$ cat src/rtl/sweep_sequencer_if.sv
// Host/DDS/detector-facing signal bundle for the sweep sequencer.
// The slave modport is the sequencer; master is whatever drives config and acks.
interface sweep_sequencer_if #(
  parameter int unsigned FWORD_W  = 32,
  parameter int unsigned NPTS_W   = 16,
  parameter int unsigned SETTLE_W = 24
);
  logic                start;
  logic                abort;
  logic [FWORD_W-1:0]  f_start;
  logic [FWORD_W-1:0]  f_step;
  logic [NPTS_W-1:0]   n_points;
  logic [SETTLE_W-1:0] settle_cycles;
  logic                meas_ack;

  logic [FWORD_W-1:0]  fword;
  logic                fword_wen;
  logic                meas_req;
  logic [NPTS_W-1:0]   point_idx;
  logic                busy;
  logic                done;
  logic                aborted;
  logic                err;

  modport master (
    output start, abort, f_start, f_step, n_points, settle_cycles, meas_ack,
    input  fword, fword_wen, meas_req, point_idx, busy, done, aborted, err
  );

  modport slave (
    input  start, abort, f_start, f_step, n_points, settle_cycles, meas_ack,
    output fword, fword_wen, meas_req, point_idx, busy, done, aborted, err
  );
endinterface

$ cat src/rtl/sweep_sequencer.sv
// Frequency-sweep sequencer: steps the DDS word over n_points, settles, then handshakes one measurement per point.
// Define SWEEP_TIMEOUT_EN to build the measurement-ack timeout and the sticky err flag.
module sweep_sequencer #(
  parameter int unsigned FWORD_W        = 32,
  parameter int unsigned NPTS_W         = 16,
  parameter int unsigned SETTLE_W       = 24,
  parameter logic [31:0] TIMEOUT_CYCLES = 32'd1200000
) (
  input  logic             clk,
  input  logic             rstn,
  sweep_sequencer_if.slave bus
);

  typedef enum logic [1:0] {IDLE, SETTLE, MEAS, DONE} state_t;

  state_t              state_q, state_d;
  logic [FWORD_W-1:0]  fword_q, fword_d;
  logic [FWORD_W-1:0]  step_q, step_d;
  logic [NPTS_W-1:0]   idx_q, idx_d;
  logic [NPTS_W-1:0]   npts_q, npts_d;
  logic [SETTLE_W-1:0] settle_q, settle_d;
  logic [SETTLE_W-1:0] cnt_q, cnt_d;
  logic                fword_wen_q, fword_wen_d;
  logic                aborted_q, aborted_d;
  logic                tmo_fire;
  logic                last_pt;

  assign last_pt = (idx_q == npts_q - NPTS_W'(1));

  always_ff @(posedge clk) begin
    if (!rstn) begin
      state_q     <= IDLE;
      fword_q     <= '0;
      step_q      <= '0;
      idx_q       <= '0;
      npts_q      <= '0;
      settle_q    <= '0;
      cnt_q       <= '0;
      fword_wen_q <= 1'b0;
      aborted_q   <= 1'b0;
    end else begin
      state_q     <= state_d;
      fword_q     <= fword_d;
      step_q      <= step_d;
      idx_q       <= idx_d;
      npts_q      <= npts_d;
      settle_q    <= settle_d;
      cnt_q       <= cnt_d;
      fword_wen_q <= fword_wen_d;
      aborted_q   <= aborted_d;
    end
  end

  always_comb begin
    state_d     = state_q;
    fword_d     = fword_q;
    step_d      = step_q;
    idx_d       = idx_q;
    npts_d      = npts_q;
    settle_d    = settle_q;
    cnt_d       = cnt_q;
    fword_wen_d = 1'b0;
    aborted_d   = 1'b0;

    case (state_q)
      IDLE: begin
        if (bus.start) begin
          step_d   = bus.f_step;
          npts_d   = bus.n_points;
          settle_d = bus.settle_cycles;
          if (bus.n_points == '0) begin
            state_d = DONE;
          end else begin
            fword_d     = bus.f_start;
            fword_wen_d = 1'b1;
            idx_d       = '0;
            cnt_d       = bus.settle_cycles;
            state_d     = SETTLE;
          end
        end
      end
      SETTLE: begin
        if (cnt_q == '0) begin
          state_d = MEAS;
        end else begin
          cnt_d = cnt_q - SETTLE_W'(1);
        end
      end
      MEAS: begin
        if (bus.meas_ack) begin
          if (last_pt) begin
            state_d = DONE;
          end else begin
            fword_d     = fword_q + step_q;
            idx_d       = idx_q + NPTS_W'(1);
            fword_wen_d = 1'b1;
            cnt_d       = settle_q;
            state_d     = SETTLE;
          end
        end else if (tmo_fire) begin
          state_d   = IDLE;
          aborted_d = 1'b1;
        end
      end
      DONE: begin
        state_d = IDLE;
      end
      default: begin
        state_d = IDLE;
      end
    endcase

    // Abort overrides whatever the state logic chose, including an ack in the same cycle.
    if (bus.abort && (state_q != IDLE)) begin
      state_d     = IDLE;
      fword_d     = fword_q;
      idx_d       = idx_q;
      cnt_d       = cnt_q;
      fword_wen_d = 1'b0;
      aborted_d   = 1'b1;
    end
  end

`ifdef SWEEP_TIMEOUT_EN
  logic [31:0] tmo_q;
  logic        err_q;

  // Counter is zero on the first MEAS cycle because it is held clear outside MEAS.
  assign tmo_fire = (state_q == MEAS) && (tmo_q == TIMEOUT_CYCLES - 32'd1)
                    && !bus.meas_ack && !bus.abort;

  always_ff @(posedge clk) begin
    if (!rstn) begin
      tmo_q <= '0;
      err_q <= 1'b0;
    end else begin
      tmo_q <= (state_q == MEAS) ? tmo_q + 32'd1 : 32'd0;
      if ((state_q == IDLE) && bus.start) begin
        err_q <= 1'b0;
      end else if (tmo_fire) begin
        err_q <= 1'b1;
      end
    end
  end

  assign bus.err = err_q;
`else
  logic unused_timeout;
  assign unused_timeout = ^TIMEOUT_CYCLES;
  assign tmo_fire       = 1'b0;
  assign bus.err        = 1'b0;
`endif

  assign bus.fword     = fword_q;
  assign bus.fword_wen = fword_wen_q;
  assign bus.meas_req  = (state_q == MEAS);
  assign bus.point_idx = idx_q;
  assign bus.busy      = (state_q == SETTLE) || (state_q == MEAS);
  assign bus.done      = (state_q == DONE);
  assign bus.aborted   = aborted_q;

endmodule

$ cat src/flat_wrapper.sv
// flat-port wrapper written by rule: the top's interface ports become plain ports
module sweep_sequencer_flat 
#(
  parameter int unsigned FWORD_W        = 32,
  parameter int unsigned NPTS_W         = 16,
  parameter int unsigned SETTLE_W       = 24,
  parameter logic [31:0] TIMEOUT_CYCLES = 32'd1200000
)
  (clk, rstn, bus_start, bus_abort, bus_f_start, bus_f_step, bus_n_points, bus_settle_cycles, bus_meas_ack, bus_fword, bus_fword_wen, bus_meas_req, bus_point_idx, bus_busy, bus_done, bus_aborted, bus_err);
  sweep_sequencer_if #(.FWORD_W(FWORD_W), .NPTS_W(NPTS_W), .SETTLE_W(SETTLE_W)) bus_i ();
  input  logic clk;
  input  logic rstn;
  input wire logic [$bits(bus_i.start)-1:0] bus_start;
  input wire logic [$bits(bus_i.abort)-1:0] bus_abort;
  input wire logic [$bits(bus_i.f_start)-1:0] bus_f_start;
  input wire logic [$bits(bus_i.f_step)-1:0] bus_f_step;
  input wire logic [$bits(bus_i.n_points)-1:0] bus_n_points;
  input wire logic [$bits(bus_i.settle_cycles)-1:0] bus_settle_cycles;
  input wire logic [$bits(bus_i.meas_ack)-1:0] bus_meas_ack;
  output wire logic [$bits(bus_i.fword)-1:0] bus_fword;
  output wire logic [$bits(bus_i.fword_wen)-1:0] bus_fword_wen;
  output wire logic [$bits(bus_i.meas_req)-1:0] bus_meas_req;
  output wire logic [$bits(bus_i.point_idx)-1:0] bus_point_idx;
  output wire logic [$bits(bus_i.busy)-1:0] bus_busy;
  output wire logic [$bits(bus_i.done)-1:0] bus_done;
  output wire logic [$bits(bus_i.aborted)-1:0] bus_aborted;
  output wire logic [$bits(bus_i.err)-1:0] bus_err;
  assign bus_i.start = bus_start;
  assign bus_i.abort = bus_abort;
  assign bus_i.f_start = bus_f_start;
  assign bus_i.f_step = bus_f_step;
  assign bus_i.n_points = bus_n_points;
  assign bus_i.settle_cycles = bus_settle_cycles;
  assign bus_i.meas_ack = bus_meas_ack;
  assign bus_fword = bus_i.fword;
  assign bus_fword_wen = bus_i.fword_wen;
  assign bus_meas_req = bus_i.meas_req;
  assign bus_point_idx = bus_i.point_idx;
  assign bus_busy = bus_i.busy;
  assign bus_done = bus_i.done;
  assign bus_aborted = bus_i.aborted;
  assign bus_err = bus_i.err;
  sweep_sequencer #(.FWORD_W(FWORD_W), .NPTS_W(NPTS_W), .SETTLE_W(SETTLE_W), .TIMEOUT_CYCLES(TIMEOUT_CYCLES)) u_core (.clk(clk), .rstn(rstn), .bus(bus_i));
endmodule
$ cat config.mk
export PLATFORM = sky130hd
export DESIGN_NAME = sweep_sequencer_flat
export DESIGN_NICKNAME = d
export VERILOG_FILES = /design/src/rtl/sweep_sequencer_if.sv /design/src/rtl/sweep_sequencer.sv /design/src/flat_wrapper.sv
export SDC_FILE = /design/constraint.sdc
export NUM_CORES = 1
export LEC_CHECK = 0
export CAP_MARGIN = 30
export CORE_UTILIZATION = 30
export CTS_BUF_LIST = sky130_fd_sc_hd__clkbuf_4
export DETAILED_ROUTE_END_ITERATION = 8
export GPL_ROUTABILITY_DRIVEN = 0
export PLACE_DENSITY_LB_ADDON = 0.15
export SLEW_MARGIN = 10
export SYNTH_ARGS = -nofsm -noshare
export SYNTH_HDL_FRONTEND = slang
export SYNTH_SLANG_ARGS = --single-unit
$ cat constraint.sdc
create_clock -name clk -period 7.3 [get_ports clk]
set_clock_uncertainty 0.15 [all_clocks]
set_input_delay 1.46 -clock clk [delete_from_list [all_inputs] [get_ports clk]]
set_output_delay 1.46 -clock clk [all_outputs]
set_load 0.005 [all_outputs]
M4 wires:
Scale bar: 50 um. Supply wires on this layer in grey. Cells faint in the background.
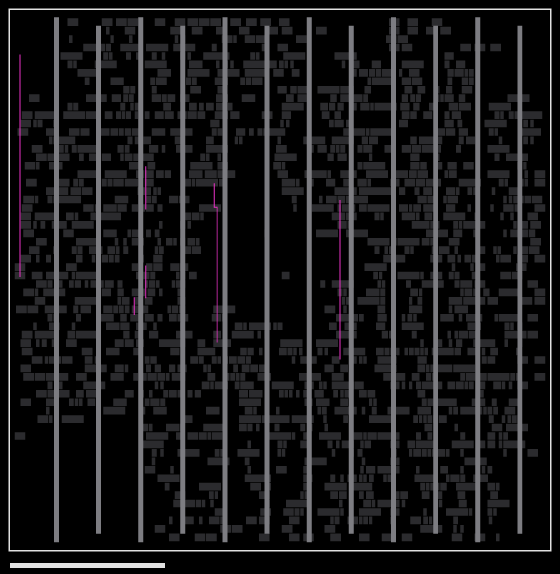
nets with wire on the layer: 5
longest straight run: 71.4 um
routed via count: 8388
WL final: 27710 um

Placed cells, one colour a class:
Scale bar: 50 um. Fill, decap, tap and diode cells in grey.
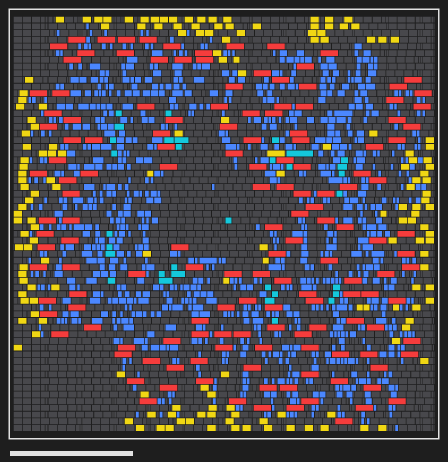
[yellow] other buffers and delay cells | cells: 170 | share of their area: 16%
[red] flip-flops | cells: 148 | share of their area: 28%
[blue] all other logic | cells: 924 | share of their area: 53%
[cyan] clock drivers and dummy loads | cells: 32 | share of their area: 3.0%

Met1 routing:
Supply wires on this layer in grey.
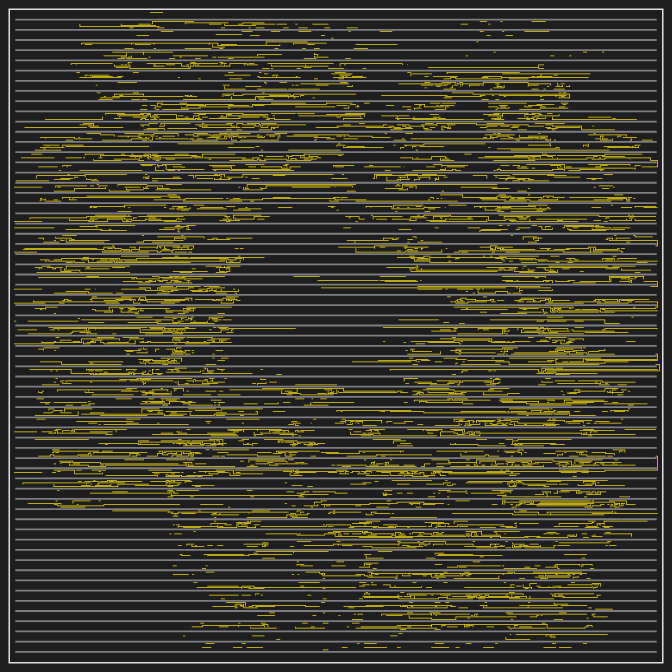
share of all routed wire: 49%
nets with wire on the layer: 1282
longest straight run: 49.2 um
main direction: horizontal
met1 usage: 0.2440

==> out/results.txt <==
Root buf cell = clkbuf_4
Clock Sinks = 148
Max layer used = met4
Synth top cells by count = nand2_1 (228), dfxtp_1 (148), a21oi_1 (140)
Ys async rst share = 0
Nature of the critical path endpoint = flip-flop
WP data arrival = 4.30 ns
P&R area growth vs syn = 24.30%
Area share, top type = 0.3341
Main power group = combinational cells
Die width = 173.9 um
Fp_density = 0.3073
Top cells, area = dfxtp_1 (33%), nand2_1 (9.7%), a21oi_1 (7.9%)
Adder-cell share of the synthesized area = 0.05588
Max Cap Viol = 0
Aggregate negative setup slack = 0 ns
CP startpoint kind = flip-flop
Syn nets = 1298
Initial antenna violation count = 1
Basic Gates by Area = 0.2198
DP Area = 10710 um2
Sequential share of power = 0.310
Post-synth EDFFs = 0
CTS Buf Count = 17
DRC errors left = 0
Rel. slew slack = 0.4452
Status = finished, final reports clean
Vias per cell = 5.056
Flops out of synthesis = 148
Final Instance Area = 11020 um2
Hold Vio Cnt, Final = 0
Met2 wire len = 12920 um
Comb pwr = 2.23 mW
Hold Path Stages = 2
Top Ports = 163
Initial DRC Count = 470
First-pass GRT wire length = 44240 um
Final Max Slew Viols = 0
Cycle use final = 0.5504
RSZ-0062 raised after global routing = false
Clk. pwr = 577 uW
Pleak = 4.182 nW
Cell density map:
17 x 17 tiles, from white (low) to dark blue (high), 0 to 100% covered.
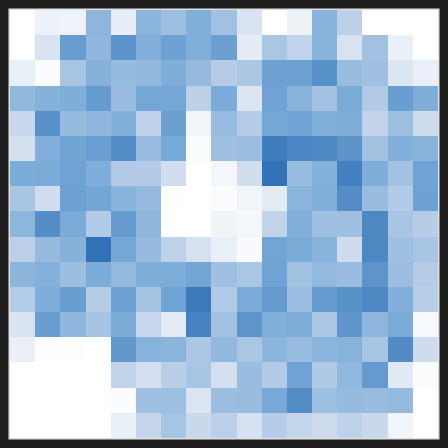
mean over tiles: 35%
fullest tile: 74%
nearly empty tiles: 10%
emptiest ninth of the die: lower left

Routing congestion map:
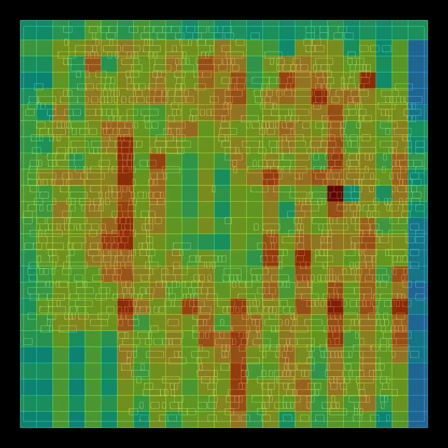
Util after Layout: 0.3819
gr usage total: 0.1828
routed wire length per instance: 16.70 um
GRT busiest layer: met2
grt met3 use: 0.03193

-- placed cells by master (no fill, tap or decap), drive strengths merged, types with 22 or more instances in the layout --
cell type and count:
dfxtp 148, nor2 73, ha 38, o21ai 49, a21oi 141, mux2i 24
o211ai 36, xor2 39, nand2 229, nand3 22, inv 29, xnor2 36
clkdlybuf4s50 161, a211oi 31
-- final cells by class --
cell class / instances / area share
multi-input cells: 901 / 0.4976
repair buffers: 170 / 0.1535
clock inverters: 15 / 0.01680
clock buffers: 17 / 0.01158
well taps: 384 / 0.04359
diodes: 1 / 0.0002270
inverters: 23 / 0.007946
flip-flops and latches: 148 / 0.2688
-- metrics by stage --
step	total power, mW	hold WS, ns	worst slack, ns	util
finish	4.074	0.3155	3.282	0.3819
global route	4.438	0.3336	3.014	0.3819
CTS	4.125	0.3177	3.303	0.3819
detailed placement	3.528	0.2976	3.004	0.3710
global placement	3.500	0.2900	2.613	0.3703
floorplan	2.826	0.2836	3.907	-
-- path summary, 6_finish.rpt --
check	from	endpoint	slack, ns
setup reg to reg	u_core.npts_q[0]	u_core.bus.fword[6]	3.28
hold / removal	u_core.settle_q[4]	u_core.settle_q[4]	0.32
hold reg to reg	u_core.settle_q[4]	u_core.settle_q[4]	0.32
setup / recovery	u_core.npts_q[0]	u_core.bus.fword[6]	3.28
-- worst max-delay path: stages (launching register included) --
cell and delay [ns]:
dfxtp_1 0.39, inv_1 0.07, ha_1 0.25, or4b_1 0.66
o41ai_1 0.30, nand3_1 0.13, or4_4 0.54, nor4_4 0.41
a21oi_4 0.20, buf_12 0.25, buf_4 0.26, mux2i_1 0.19
nor2_1 0.05
Power figures rest on the tool's default switching activity, not on a simulated workload.
